Run 1, cell sizes after repair:
(4 px per um)
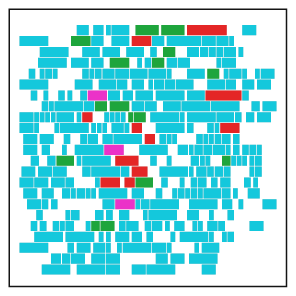
Run 1, cells colored by class:
(6 px per um)
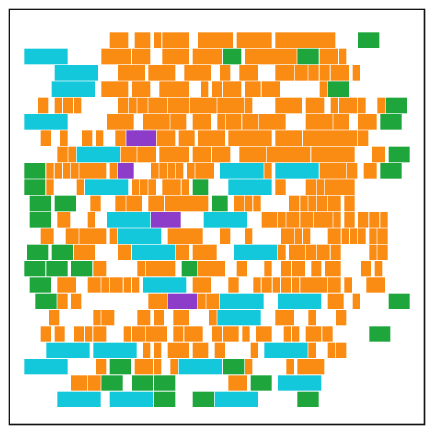
Run 1, clock nets:
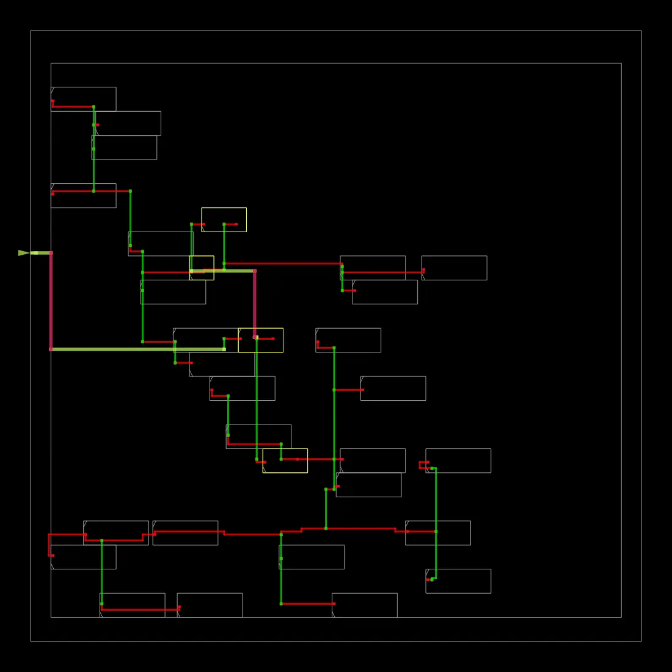
## src/rtl/maze_wall_query.sv

```systemverilog
// Neighbour-wall lookup for a mover tile against the single-port maze ROM.
// Reads up/down/left/right in four slots and publishes all flags at once.
module maze_wall_query #(
    parameter int GRID_W     = 28,
    parameter int GRID_H     = 36,
    parameter int TUNNEL_ROW = 17,
    parameter int ADDR_W     = 10
) (
    input  logic              clk,
    input  logic              reset,
    input  logic              req,
    input  logic [5:0]        tileX,
    input  logic [5:0]        tileY,
    output logic              busy,
    output logic              valid,
    output logic              wallUp,
    output logic              wallDown,
    output logic              wallLeft,
    output logic              wallRight,
    output logic [ADDR_W-1:0] rom_addr,
    input  logic              rom_data
);

    localparam logic [5:0] W_TILES = 6'(GRID_W);
    localparam logic [5:0] H_TILES = 6'(GRID_H);
    localparam logic [5:0] LAST_X  = 6'(GRID_W - 1);
    localparam logic [5:0] LAST_Y  = 6'(GRID_H - 1);
    localparam logic [5:0] T_ROW   = 6'(TUNNEL_ROW);
    localparam logic [ADDR_W-1:0] STRIDE = ADDR_W'(GRID_W);

    typedef enum logic [2:0] {
        IDLE, S_UP, S_DN, S_LF, S_RT, S_CAP
    } state_t;

    state_t state, nextState;

    logic [5:0] qx, qy;
    logic fUp, fDn, fLf, fRt;
    logic shUp, shDn, shLf;
    logic issue, outOfRange;
    logic [5:0] ax, ay;
    logic slotForced;

    always_ff @(posedge clk) begin
        if (reset) state <= IDLE;
        else       state <= nextState;
    end

    always_comb begin
        nextState = state;
        busy      = 1'b1;
        issue     = 1'b0;
        unique case (state)
            IDLE: begin
                busy = 1'b0;
                if (req) begin
                    nextState = S_UP;
                    issue     = 1'b1;
                end
            end
            S_UP:    nextState = S_DN;
            S_DN:    nextState = S_LF;
            S_LF:    nextState = S_RT;
            S_RT:    nextState = S_CAP;
            S_CAP:   nextState = IDLE;
            default: nextState = IDLE;
        endcase
    end

    // Left/right neighbours wrap; non-tunnel edges are already forced walls.
    always_comb begin
        ax         = qx;
        ay         = qy;
        slotForced = 1'b1;
        unique case (state)
            S_UP: begin
                ay         = qy - 6'd1;
                slotForced = fUp;
            end
            S_DN: begin
                ay         = qy + 6'd1;
                slotForced = fDn;
            end
            S_LF: begin
                ax         = (qx == 6'd0) ? LAST_X : qx - 6'd1;
                slotForced = fLf;
            end
            S_RT: begin
                ax         = (qx == LAST_X) ? 6'd0 : qx + 6'd1;
                slotForced = fRt;
            end
            default: slotForced = 1'b1;
        endcase
        rom_addr = slotForced ? '0
                 : ADDR_W'(ay) * STRIDE + ADDR_W'(ax);
    end

    assign outOfRange = (tileX >= W_TILES) || (tileY >= H_TILES);

    always_ff @(posedge clk) begin
        if (reset) begin
            qx        <= '0;
            qy        <= '0;
            fUp       <= 1'b0;
            fDn       <= 1'b0;
            fLf       <= 1'b0;
            fRt       <= 1'b0;
            shUp      <= 1'b1;
            shDn      <= 1'b1;
            shLf      <= 1'b1;
            wallUp    <= 1'b1;
            wallDown  <= 1'b1;
            wallLeft  <= 1'b1;
            wallRight <= 1'b1;
            valid     <= 1'b0;
        end else begin
            valid <= 1'b0;
            if (issue) begin
                qx  <= tileX;
                qy  <= tileY;
                fUp <= outOfRange || (tileY == 6'd0);
                fDn <= outOfRange || (tileY == LAST_Y);
                fLf <= outOfRange
                    || ((tileX == 6'd0) && (tileY != T_ROW));
                fRt <= outOfRange
                    || ((tileX == LAST_X) && (tileY != T_ROW));
            end
            // rom_data lags rom_addr by one slot.
            unique case (state)
                S_DN: shUp <= fUp | rom_data;
                S_LF: shDn <= fDn | rom_data;
                S_RT: shLf <= fLf | rom_data;
                S_CAP: begin
                    wallUp    <= shUp;
                    wallDown  <= shDn;
                    wallLeft  <= shLf;
                    wallRight <= fRt | rom_data;
                    valid     <= 1'b1;
                end
                default: ;
            endcase
        end
    end

endmodule

```

## config.mk

```make
export PLATFORM = sky130hd
export DESIGN_NAME = maze_wall_query
export DESIGN_NICKNAME = d
export VERILOG_FILES = /design/src/rtl/maze_wall_query.sv
export SDC_FILE = /design/constraint.sdc
export NUM_CORES = 1
export LEC_CHECK = 0
export CAP_MARGIN = 10
export CORE_MARGIN = 2
export CORE_UTILIZATION = 55
export CTS_CLUSTER_DIAMETER = 40
export DETAILED_ROUTE_END_ITERATION = 10
export PLACE_DENSITY = 0.8
export SYNTH_ARGS = -nofsm -noshare
export SYNTH_HDL_FRONTEND = slang
export SYNTH_SLANG_ARGS = --single-unit
```

## constraint.sdc

```tcl
create_clock -name clk -period 5.6 [get_ports clk]
set_clock_uncertainty 0.15 [all_clocks]
set_input_delay 0.56 -clock clk [delete_from_list [all_inputs] [get_ports clk]]
set_output_delay 0.56 -clock clk [all_outputs]
set_load 0.02 [all_outputs]
```

==> impl_metrics.yaml, run 1 <==
# synthesis and place-and-route metrics
outcome:
  status: "complete, no violations"
clock_tree:
  numCtsBuffers: 3
  cts_setup_buffers: 0
  clock.latency.late_pin_ns: 0.28
  cts_tree: "done"
  clk_path_buf_depth: 2
  htree_levels: 1
  cts_resized: 3
placed_design:
  place_area_mm2: 0.002643
  portBuffers: 31
logic_synthesis:
  numSynthFlops: 27
  netlist_top_cells_count: "nand2_1, a21oi_1, dfxtp_1"
  synthAoiAreaFrac: 0.2167
  synthMuxAreaShare: 0.02318
  async_flop_share: 0
  synthAdderAreaFrac: 0.1477
  avgSynthCellArea_um2: 7.976
  ys_seq_frac: 0.2329
  ys_cells: 291
  ys_area_mm2: 0.002321
  top_logic_kind: "simple AND/OR/NAND/NOR gates"
  syn_area_mm2: 0.002321
global_routing:
  gr-usage-met3: 0.01948
  overflow: 0
  busiest_layer: "met2"
  grt_pass1_vias: 1808
  grt_max_degree: 28
  grt_pass1_wl_um: 8114
critical_path:
  cp-endpoint: "rom_addr[9]"
  cp_num_buf_inv: 3
  worst_ep_arrival_time_ns: 4.69
  cp-startpoint: "state[0]$_SDFFE_PP0P_"
  cp-end-kind: "output port"
  cpPeakStageDelay_ns: 0.48
sta:
  report.final.hold_viol_count: 0
  slew_viol_final: 0
finish:
  buf_share: 0.1220
  final_nets: 356
  sh_seq_area: 0.1989
  inverters_excl_clock: 17
route:
  wl_per_cell_um: 13.57
  vias: 2006
  drc: 0
power_and_ir_drop:
  maxPowerGroup: "combinational cells"
  power_frac_comb: 0.638
worst_hold_path:
  min_path_cells: 1
  holdCritStartpoint: "wallLeft$_SDFFE_PP1P_"
die:
  std_cell_rows: 23
  die_area_mm2: 0.004755
run:
  openroad.warnings: 28
## Picture notes: 'cell sizes after repair'
- magenta: x6 and larger (cells 3)
- red: x3 and x4 (cells 11)
- green: x2 (cells 16)
- cyan: x1 and smaller (cells 284)

## Picture notes: 'cells colored by class'
- orange: remaining logic cells (cells 249; share of their area 65%)
- cyan: registers (cells 27; share of their area 20%)
- green: remaining buffers and delay cells (cells 34; share of their area 12%)
- purple: clock drivers and dummy loads (cells 4; share of their area 1.8%)
cell area after layout: 0.002718 mm2
CORE AREA: 0.004029 mm2
Final Util: 0.6745

## Picture notes: 'clock nets'
clk_buf instances: 3
P_clk: 0.115 mW

## Run 2: what changed since run 1
--- a/config.mk
+++ b/config.mk
@@ -10,6 +10,7 @@
 export CORE_UTILIZATION = 55
 export CTS_CLUSTER_DIAMETER = 40
 export DETAILED_ROUTE_END_ITERATION = 10
+export GPL_TIMING_DRIVEN = 0
 export PLACE_DENSITY = 0.8
 export SYNTH_ARGS = -nofsm -noshare
 export SYNTH_HDL_FRONTEND = slang
==> run 2 against run 1 <==
Hold slack worse by 0.00091 ns. Via count up 5.0%. Clock power rose by 4%. Power rose by 3.6%. Utilization grew 1.9 points. Sequential share of layout area is 0.55 points lower. Critical path type unchanged. Highest routed layer unchanged.
==> impl_metrics.yaml, run 2 <==
# synthesis and place-and-route metrics
global_routing:
  grt_pass1_vias: 1826
  grt_max_degree: 18
  overflow: 0
  busiest_layer: "met2"
  gr-usage-met3: 0.02922
critical_path:
  cp-endpoint: "rom_addr[9]"
  cp-startpoint: "state[0]$_SDFFE_PP0P_"
  cpPeakStageDelay_ns: 0.53
  cp-end-kind: "output port"
  cp_num_buf_inv: 4
logic_synthesis:
  synthAdderAreaFrac: 0.1477
  ys_cells: 291
  synthMuxAreaShare: 0.02318
  netlist_top_cells_count: "nand2_1, a21oi_1, dfxtp_1"
  numSynthFlops: 27
  ys_area_mm2: 0.002321
  top_logic_kind: "simple AND/OR/NAND/NOR gates"
  syn_area_mm2: 0.002321
  synthAoiAreaFrac: 0.2167
  ys_seq_frac: 0.2329
outcome:
  status: "complete, no violations"
finish:
  buf_share: 0.1423
  inverters_excl_clock: 17
  sh_seq_area: 0.1934
  clock_buffers: 3
power_and_ir_drop:
  power_frac_comb: 0.650
  power_clock_mw: 0.120
route:
  drtIter0Drc: 107
  vias: 2106
die:
  design.core.area_mm2: 0.004029
  die_area_mm2: 0.004755
clock_tree:
  clock.latency.late_pin_ns: 0.29
  cts_setup_buffers: 1
  cts_resized: 5
  htree_levels: 1
  cts_tree: "done"
  numCtsBuffers: 3
worst_hold_path:
  min_path_cells: 1
  holdCritStartpoint: "wallUp$_SDFFE_PP1P_"
placed_design:
  place_area_mm2: 0.002684
  portBuffers: 30
run:
  openroad.warnings: 28
sta:
  report.final.hold_viol_count: 0
Run 2, routed metal per tile:
(6 px per um) The die is cut into 14 by 14 equal tiles; dark purple is low, yellow is high, scaled to the fullest tile. Values are wire area over tile area, all layers added.
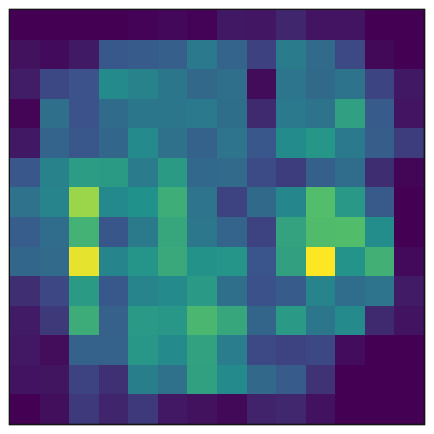
- fullest tile: 0.55
- mean over tiles: 0.16
- nearly empty tiles: 11%
- densest ninth of the die: left middle
WL final: 5016 um
WL/cell: 13.27 um
GRT Total Usage: 0.2194

Run 2, cell sizes after repair:
(4 px per um)
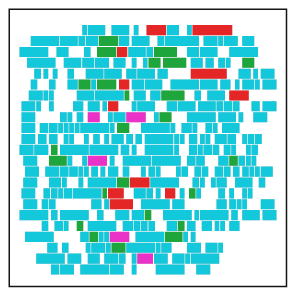
- magenta: x6 and larger (cells 5)
- green: x2 (cells 24)
- cyan: x1 and smaller (cells 288)
- red: x3 and x4 (cells 11)
P&R area growth vs syn: 20.43%
Final WS setup: 0.2697 ns
cell area after layout: 0.002795 mm2

## Run 3: what changed since run 2
--- a/config.mk
+++ b/config.mk
@@ -5,13 +5,12 @@
 export SDC_FILE = /design/constraint.sdc
 export NUM_CORES = 1
 export LEC_CHECK = 0
-export CAP_MARGIN = 10
 export CORE_MARGIN = 2
-export CORE_UTILIZATION = 55
+export CORE_UTILIZATION = 50
 export CTS_CLUSTER_DIAMETER = 40
 export DETAILED_ROUTE_END_ITERATION = 10
 export GPL_TIMING_DRIVEN = 0
-export PLACE_DENSITY = 0.8
+export PLACE_DENSITY = 0.77
 export SYNTH_ARGS = -nofsm -noshare
 export SYNTH_HDL_FRONTEND = slang
 export SYNTH_SLANG_ARGS = --single-unit
==> constraint.sdc (replaced) <==
create_clock -name clk -period 4.4 [get_ports clk]
set_clock_uncertainty 0.15 [all_clocks]
set_input_delay 0.44 -clock clk [delete_from_list [all_inputs] [get_ports clk]]
set_output_delay 0.44 -clock clk [all_outputs]
set_load 0.02 [all_outputs]
Run 3, cells colored by class:
(6 px per um)
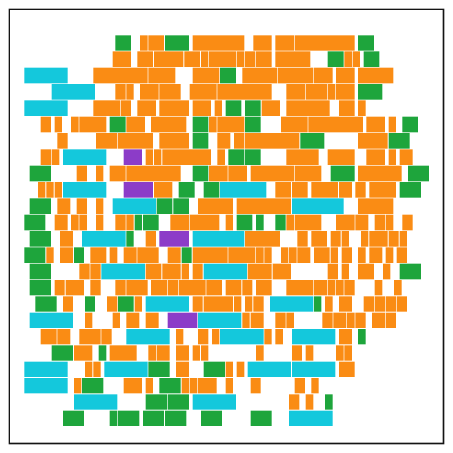
- purple: clock drivers and dummy loads (cells 4; share of their area 1.7%)
- green: remaining buffers and delay cells (cells 63; share of their area 17%)
- orange: remaining logic cells (cells 249; share of their area 63%)
- cyan: registers (cells 27; share of their area 18%)
FP Rows: 24
cell area after layout: 0.003059 mm2
CORE AREA: 0.004414 mm2

==> run 3 against run 2 <==
The flow now finishes with violations (negative setup slack). Global-route usage grew 1.2 points. First-iteration DRC count shrank 28%. Utilization shrank 0.076 points. Sequential power grew 28%. Via count grew 5.3%. Hold slack gained 0.0050 ns. Clock-buffer cell count is the same. Critical endpoint unchanged. Largest cell class unchanged.
==> impl_metrics.yaml, run 3 <==
# synthesis and place-and-route metrics
outcome:
  status: "finished, violations left"
  failed_checks: "negative setup slack"
finish:
  sh_seq_area: 0.1796
  clock_buffers: 3
  buf_share: 0.1669
  area_growth_pct: 31.81
  inverters_excl_clock: 17
critical_path:
  cp-startpoint: "state[0]$_SDFFE_PP0P_"
  cp-endpoint: "rom_addr[9]"
  cpPeakStageDelay_ns: 0.46
  cp-end-kind: "output port"
  cp_num_buf_inv: 3
sta:
  setup_slack_ns: -0.2451
  setup_violations: 3
  report.final.hold_viol_count: 0
route:
  routed_wirelength_um: 5960
  firstDrtPassIters: 4
  vias: 2218
  viasPerCell: 5.615
  drtIter0Drc: 77
  wl_per_cell_um: 15.09
worst_hold_path:
  min_path_cells: 1
  holdCritStartpoint: "wallLeft$_SDFFE_PP1P_"
logic_synthesis:
  netlist_top_cells_count: "nand2_1, a21oi_1, dfxtp_1"
  ys_seq_frac: 0.2329
  ys_area_mm2: 0.002321
  numSynthFlops: 27
  ys_cells: 291
  syn_area_mm2: 0.002321
  synthAdderAreaFrac: 0.1477
  top_logic_kind: "simple AND/OR/NAND/NOR gates"
  synthMuxAreaShare: 0.02318
global_routing:
  gr-usage-met3: 0.02500
  busiest_layer: "met2"
  grt_pass1_vias: 2165
  grt_usage: 0.2315
clock_tree:
  cts_tree: "done"
  cts_setup_buffers: 14
  cts_resized: 36
  clock.latency.late_pin_ns: 0.28
power_and_ir_drop:
  power_frac_comb: 0.697
placed_design:
  place_area_mm2: 0.002726
  portBuffers: 30
Run 3, cell sizes after repair:
(4 px per um)
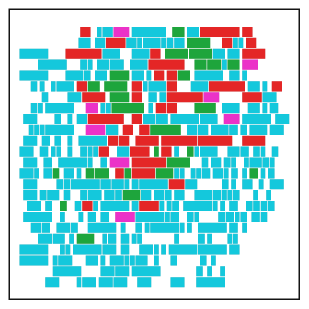
- red: x3 and x4 (cells 42)
- cyan: x1 and smaller (cells 266)
- green: x2 (cells 27)
- magenta: x6 and larger (cells 8)

Power is estimated from default activity; no workload was simulated.
